Fig. 1: placed standard cells
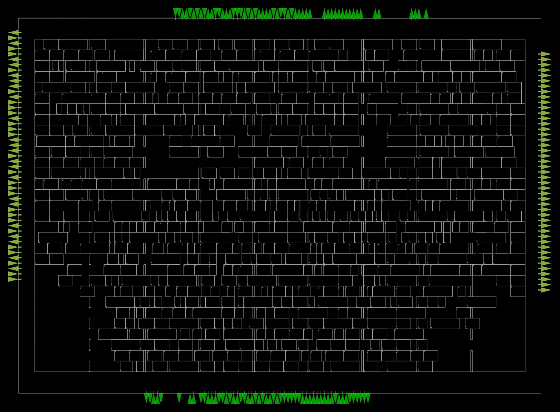
Fig. 2: M3 wires
(2 px per um) Cells faint in the background.
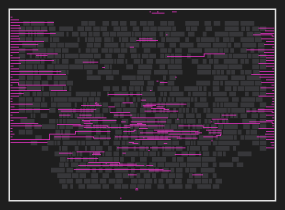
--- src/rtl/instr_fetch.sv ---
// -----------------------------------------------------------------------------
// instr_fetch
//
// Instruction-fetch stage. Owns the program counter and the IF/ID pipeline
// register. It drives the asynchronous-read instruction memory and captures
// the returned word one cycle later. It also handles stalls, flushes and
// branch/jump redirects, stops on the halt instruction, and stops with a
// fault cause when a redirect target is misaligned or the PC leaves the
// legal fetch window.
//
// Ports:
//   clock             rising-edge clock
//   reset             synchronous, active-high reset
//   stall             hold PC and IF/ID this cycle
//   flush             replace IF/ID with a bubble this cycle
//   redirect          load PC from redirect_target
//   redirect_target   branch/jump target byte address
//   imem_address      instruction-memory address (combinationally the PC)
//   imem_instruction  instruction word returned in the same cycle
//   if_pc             PC of the instruction held in IF/ID
//   if_pc_plus4       if_pc + 4 (mod 2^32)
//   if_instruction    instruction held in IF/ID
//   if_valid          IF/ID holds a real instruction
//   halted            fetch stopped by HALT_WORD
//   fault             fetch stopped by an error
//   fault_cause       01 misaligned redirect, 10 PC out of window, 00 none
// -----------------------------------------------------------------------------
module instr_fetch #(
  parameter logic [31:0] RESET_PC  = 32'h0000_0004,
  parameter logic [31:0] MEM_SIZE  = 32'h0000_0800,
  parameter logic [31:0] HALT_WORD = 32'h0000_000C
) (
  input  logic        clock,
  input  logic        reset,
  input  logic        stall,
  input  logic        flush,
  input  logic        redirect,
  input  logic [31:0] redirect_target,
  output logic [31:0] imem_address,
  input  logic [31:0] imem_instruction,
  output logic [31:0] if_pc,
  output logic [31:0] if_pc_plus4,
  output logic [31:0] if_instruction,
  output logic        if_valid,
  output logic        halted,
  output logic        fault,
  output logic [1:0]  fault_cause
);

  localparam logic [31:0] LAST_PC = RESET_PC + MEM_SIZE - 32'd4;

  localparam logic [1:0] CAUSE_NONE      = 2'b00;
  localparam logic [1:0] CAUSE_MISALIGN  = 2'b01;
  localparam logic [1:0] CAUSE_OUTWINDOW = 2'b10;

  typedef enum logic [1:0] {
    ST_RUN,
    ST_HALT,
    ST_FAULT
  } state_t;

  state_t      stateQ;
  logic [31:0] pcQ;
  logic [31:0] ifPcQ;
  logic [31:0] ifPcPlus4Q;
  logic [31:0] ifInstrQ;
  logic        ifValidQ;
  logic        haltedQ;
  logic        faultQ;
  logic [1:0]  faultCauseQ;

  logic [31:0] pcPlus4;
  logic        pcInWindow;
  logic        targetAligned;

  // PC+4 wraps naturally at 2^32; a wrapped PC of 0 lands below the window
  // and is then caught by the window check instead of being fetched.
  assign pcPlus4       = pcQ + 32'd4;
  assign pcInWindow    = (pcQ >= RESET_PC) && (pcQ <= LAST_PC);
  assign targetAligned = (redirect_target[1:0] == 2'b00);

  // Single state machine: redirect beats the window check, which beats
  // stall, which beats a normal fetch. A halt word is captured into IF/ID
  // as a valid instruction while the PC stays put on it. HALT and FAULT
  // keep IF/ID as a bubble and ignore everything except reset.
  always_ff @(posedge clock) begin
    if (reset) begin
      stateQ      <= ST_RUN;
      pcQ         <= RESET_PC;
      ifPcQ       <= '0;
      ifPcPlus4Q  <= '0;
      ifInstrQ    <= '0;
      ifValidQ    <= 1'b0;
      haltedQ     <= 1'b0;
      faultQ      <= 1'b0;
      faultCauseQ <= CAUSE_NONE;
    end else begin
      case (stateQ)
        ST_RUN: begin
          if (redirect) begin
            // The word currently returned by memory is dropped, halt or not.
            ifValidQ <= 1'b0;
            ifInstrQ <= '0;
            if (!targetAligned) begin
              stateQ      <= ST_FAULT;
              faultQ      <= 1'b1;
              faultCauseQ <= CAUSE_MISALIGN;
            end else begin
              pcQ <= redirect_target;
            end
          end else if (!pcInWindow) begin
            stateQ      <= ST_FAULT;
            faultQ      <= 1'b1;
            faultCauseQ <= CAUSE_OUTWINDOW;
            ifValidQ    <= 1'b0;
            ifInstrQ    <= '0;
          end else if (stall) begin
            if (flush) begin
              ifValidQ <= 1'b0;
              ifInstrQ <= '0;
            end
          end else if (flush) begin
            pcQ      <= pcPlus4;
            ifValidQ <= 1'b0;
            ifInstrQ <= '0;
          end else begin
            ifPcQ      <= pcQ;
            ifPcPlus4Q <= pcPlus4;
            ifInstrQ   <= imem_instruction;
            ifValidQ   <= 1'b1;
            if (imem_instruction == HALT_WORD) begin
              stateQ  <= ST_HALT;
              haltedQ <= 1'b1;
            end else begin
              pcQ <= pcPlus4;
            end
          end
        end
        ST_HALT: begin
          ifValidQ <= 1'b0;
          ifInstrQ <= '0;
        end
        default: begin
          ifValidQ <= 1'b0;
          ifInstrQ <= '0;
        end
      endcase
    end
  end

  assign imem_address   = pcQ;
  assign if_pc          = ifPcQ;
  assign if_pc_plus4    = ifPcPlus4Q;
  assign if_instruction = ifInstrQ;
  assign if_valid       = ifValidQ;
  assign halted         = haltedQ;
  assign fault          = faultQ;
  assign fault_cause    = faultCauseQ;

endmodule
--- config.mk ---
export PLATFORM = sky130hd
export DESIGN_NAME = instr_fetch
export DESIGN_NICKNAME = d
export VERILOG_FILES = /design/src/rtl/instr_fetch.sv
export SDC_FILE = /design/constraint.sdc
export NUM_CORES = 1
export LEC_CHECK = 0
export CAP_MARGIN = 0
export CORE_ASPECT_RATIO = 0.7
export CORE_MARGIN = 4
export CORE_UTILIZATION = 49
export CTS_BUF_LIST = sky130_fd_sc_hd__clkbuf_4
export CTS_CLUSTER_DIAMETER = 50
export CTS_CLUSTER_SIZE = 12
export DETAILED_ROUTE_END_ITERATION = 12
export PLACE_DENSITY = 0.92
export SETUP_SLACK_MARGIN = 0.4
export SYNTH_ARGS = -nofsm -noshare
export SYNTH_HDL_FRONTEND = slang
export SYNTH_SLANG_ARGS = --single-unit
--- constraint.sdc ---
create_clock -name clock -period 6.7 [get_ports clock]
set_input_delay 1.005 -clock clock [delete_from_list [all_inputs] [get_ports clock]]
set_output_delay 1.005 -clock clock [all_outputs]
set_load 0.1 [all_outputs]
==> datasheet_impl.txt <==
Implementation parameters

Parameter                              Value

Outcome
  Status    finished clean

Synth
  Share of the synthesized area in the top cell type    0.502
  Nets in the synthesized netlist    626
  EDFF count, synth    0
  Post-Synthesis Cells    553
  Synth top area cells    dfxtp_1, mux2i_1, and2_1
  Fraction of registers with async set or reset after synthesis    0
  Mapped cell area    5310 um^2
  Most instantiated flip-flop cell in the synthesis netlist    dfxtp_1
  Chip area in the Yosys report    5310 um^2

GRT
  Most utilized layer in the global route result    met2
  Total grt overflow    0
  Vias in the first global route    4919
  Maximum number of pins on one net before global-route repair    57
  Overall routing resource usage    0.252

Pwr
  Worst voltage drop across the vdd grid    0.166 mV
  Power density of the placed cells    236 nW/um^2

Cells and area
  Area growth syn-to-layout    43.2%
  Layout filler cell count    754

CTS
  Register clock-pin slew on the reported worst setup and hold paths    0.14 ns
  Number of buffers created by CTS    17
  Total setup buffers inserted after CTS    0
  Largest buffer count on any clock path    2

STA
  Final WS setup    2.60 ns
  Worst clock skew on the final layout    0.0207 ns

Worst setup path
  Maximum fanout along the worst path    34
  Maximum cell stage delay along the critical path    0.95 ns
  Kind of critical path    in2reg
  Worst path required time    7.14 ns

Placed design
  HPWL after DPL    11700 um

Die
  Placeable core area    10500 um^2
## Picture notes: Fig. 1
number of flip-flops and latches: 133
number of standard cells in the final layout excluding fillers: 876
well-tap cell count: 132
utilization after layout: 0.725

## Picture notes: Fig. 2
The layer holds 9.9% of the routed length. The wires run mostly horizontal. The longest straight run is 44.6 um. The layer carries 1580 um of wire. 153 nets have wire on it.

[metrics by stage]
stage          power (mW)  instance area, um^2  std cells  utilization  hold slack, ns
2_1_floorplan        1.14                 5310        553            -           0.433
3_3_place_gp         1.25                 7300        844        0.697           0.433
3_5_place_dp         1.26                 7300        844        0.697           0.444
4_1_cts              1.80                 7590        876        0.725           0.469
5_1_grt              1.86                 7590        876        0.725           0.494
6_report             1.79                 7590        876        0.725           0.468
[kinds of logic (layout without fill, tap and decap cells)]
kind of cell	count (synthesis)	after routing	share of synthesized area
compound gates	108	108	0.148
flops	133	133	0.502
mux	40	40	0.0764
xor+xnor	8	8	0.0132
fa+ha+maj	4	4	0.00943
buf+inv	58	249	0.0474
simple gates	202	202	0.204
[cell usage in the layout, fill, tap and decap left out, types with 12 or more instances in the layout]
master | netlist | routed
clkbuf_4 | 0 | 17
a21oi_1 | 33 | 33
nand2_1 | 26 | 26
nand3_1 | 22 | 22
nor2_1 | 44 | 44
o21ai_0 | 17 | 17
nor2b_1 | 15 | 15
a32o_1 | 14 | 14
nor3_1 | 12 | 12
clkdlybuf4s50_1 | 0 | 199
nor4_1 | 17 | 17
and2_1 | 40 | 40
mux2i_1 | 39 | 39
dfxtp_1 | 133 | 133
[registers in the layout, indices dropped and copies added (netlist names)]
signal / count
if_instruction: 32
imem_address: 32
stateQ: 2
fault_cause: 2
if_valid: 1
if_pc_plus4: 30
halted: 1
fault: 1
if_pc: 32
[synthesized netlist by cell type (2+ instances only)]
cell type and instances:
nand3_1 22, a221oi_1 4, dfxtp_1 133, nor3_1 12, a21oi_1 33, nor2b_1 15, clkbuf_1 28, nor2_1 44
ha_1 4, or2_2 4, a211oi_1 5, buf_2 12, o31ai_1 3, nand4_1 5, o211ai_1 3, and4_1 2
o311ai_0 4, or3_1 3, xor2_1 4, buf_1 2, a32o_1 14, buf_4 5, o21ai_0 17, mux2i_1 39
nand2b_1 3, o41ai_1 2, xnor2_1 4, o2111ai_1 2, nor4_1 17, and2_1 40, nor3b_1 4, o32ai_1 8
nand2_1 26, inv_1 9
[cell type report]
class                           count  share of cell area
Inverter                           11             0.00544
Clock inverter                     15              0.0213
Clock buffer                       17              0.0168
Sequential cell                   133               0.351
Timing Repair Buffer              206               0.269
Tap cell                          132              0.0217
Multi-Input combinational cell    362               0.316
[metal layers]
metal  up-vias  share of wire
met1      2398           0.41
li1       2348              -
met3        26          0.099
met4         0          0.020
met2       284           0.47
met5         -              0
[power by group]
group          switching (mW)  internal (mW)
clock                   0.343          0.202
sequential             0.0290          0.813
combinational           0.278          0.126
[final timing paths]
check | from | to | slack, ns | depth (start not counted)
setup / recovery | redirect | stateQ[0] | 2.60 | 7
hold / removal | if_valid | if_valid | 0.47 | 2
setup reg to reg | imem_address[2] | stateQ[0] | 3.30 | 7
hold reg to reg | if_valid | if_valid | 0.47 | 2
[critical path, delay by kind of cell]
family	cells	cell delay, ns
AND-OR/OR-AND	2	0.78
buffers and inverters	2	1.22
AND/OR/NAND/NOR	3	1.52
Power figures rest on the tool's default switching activity, not on a simulated workload.
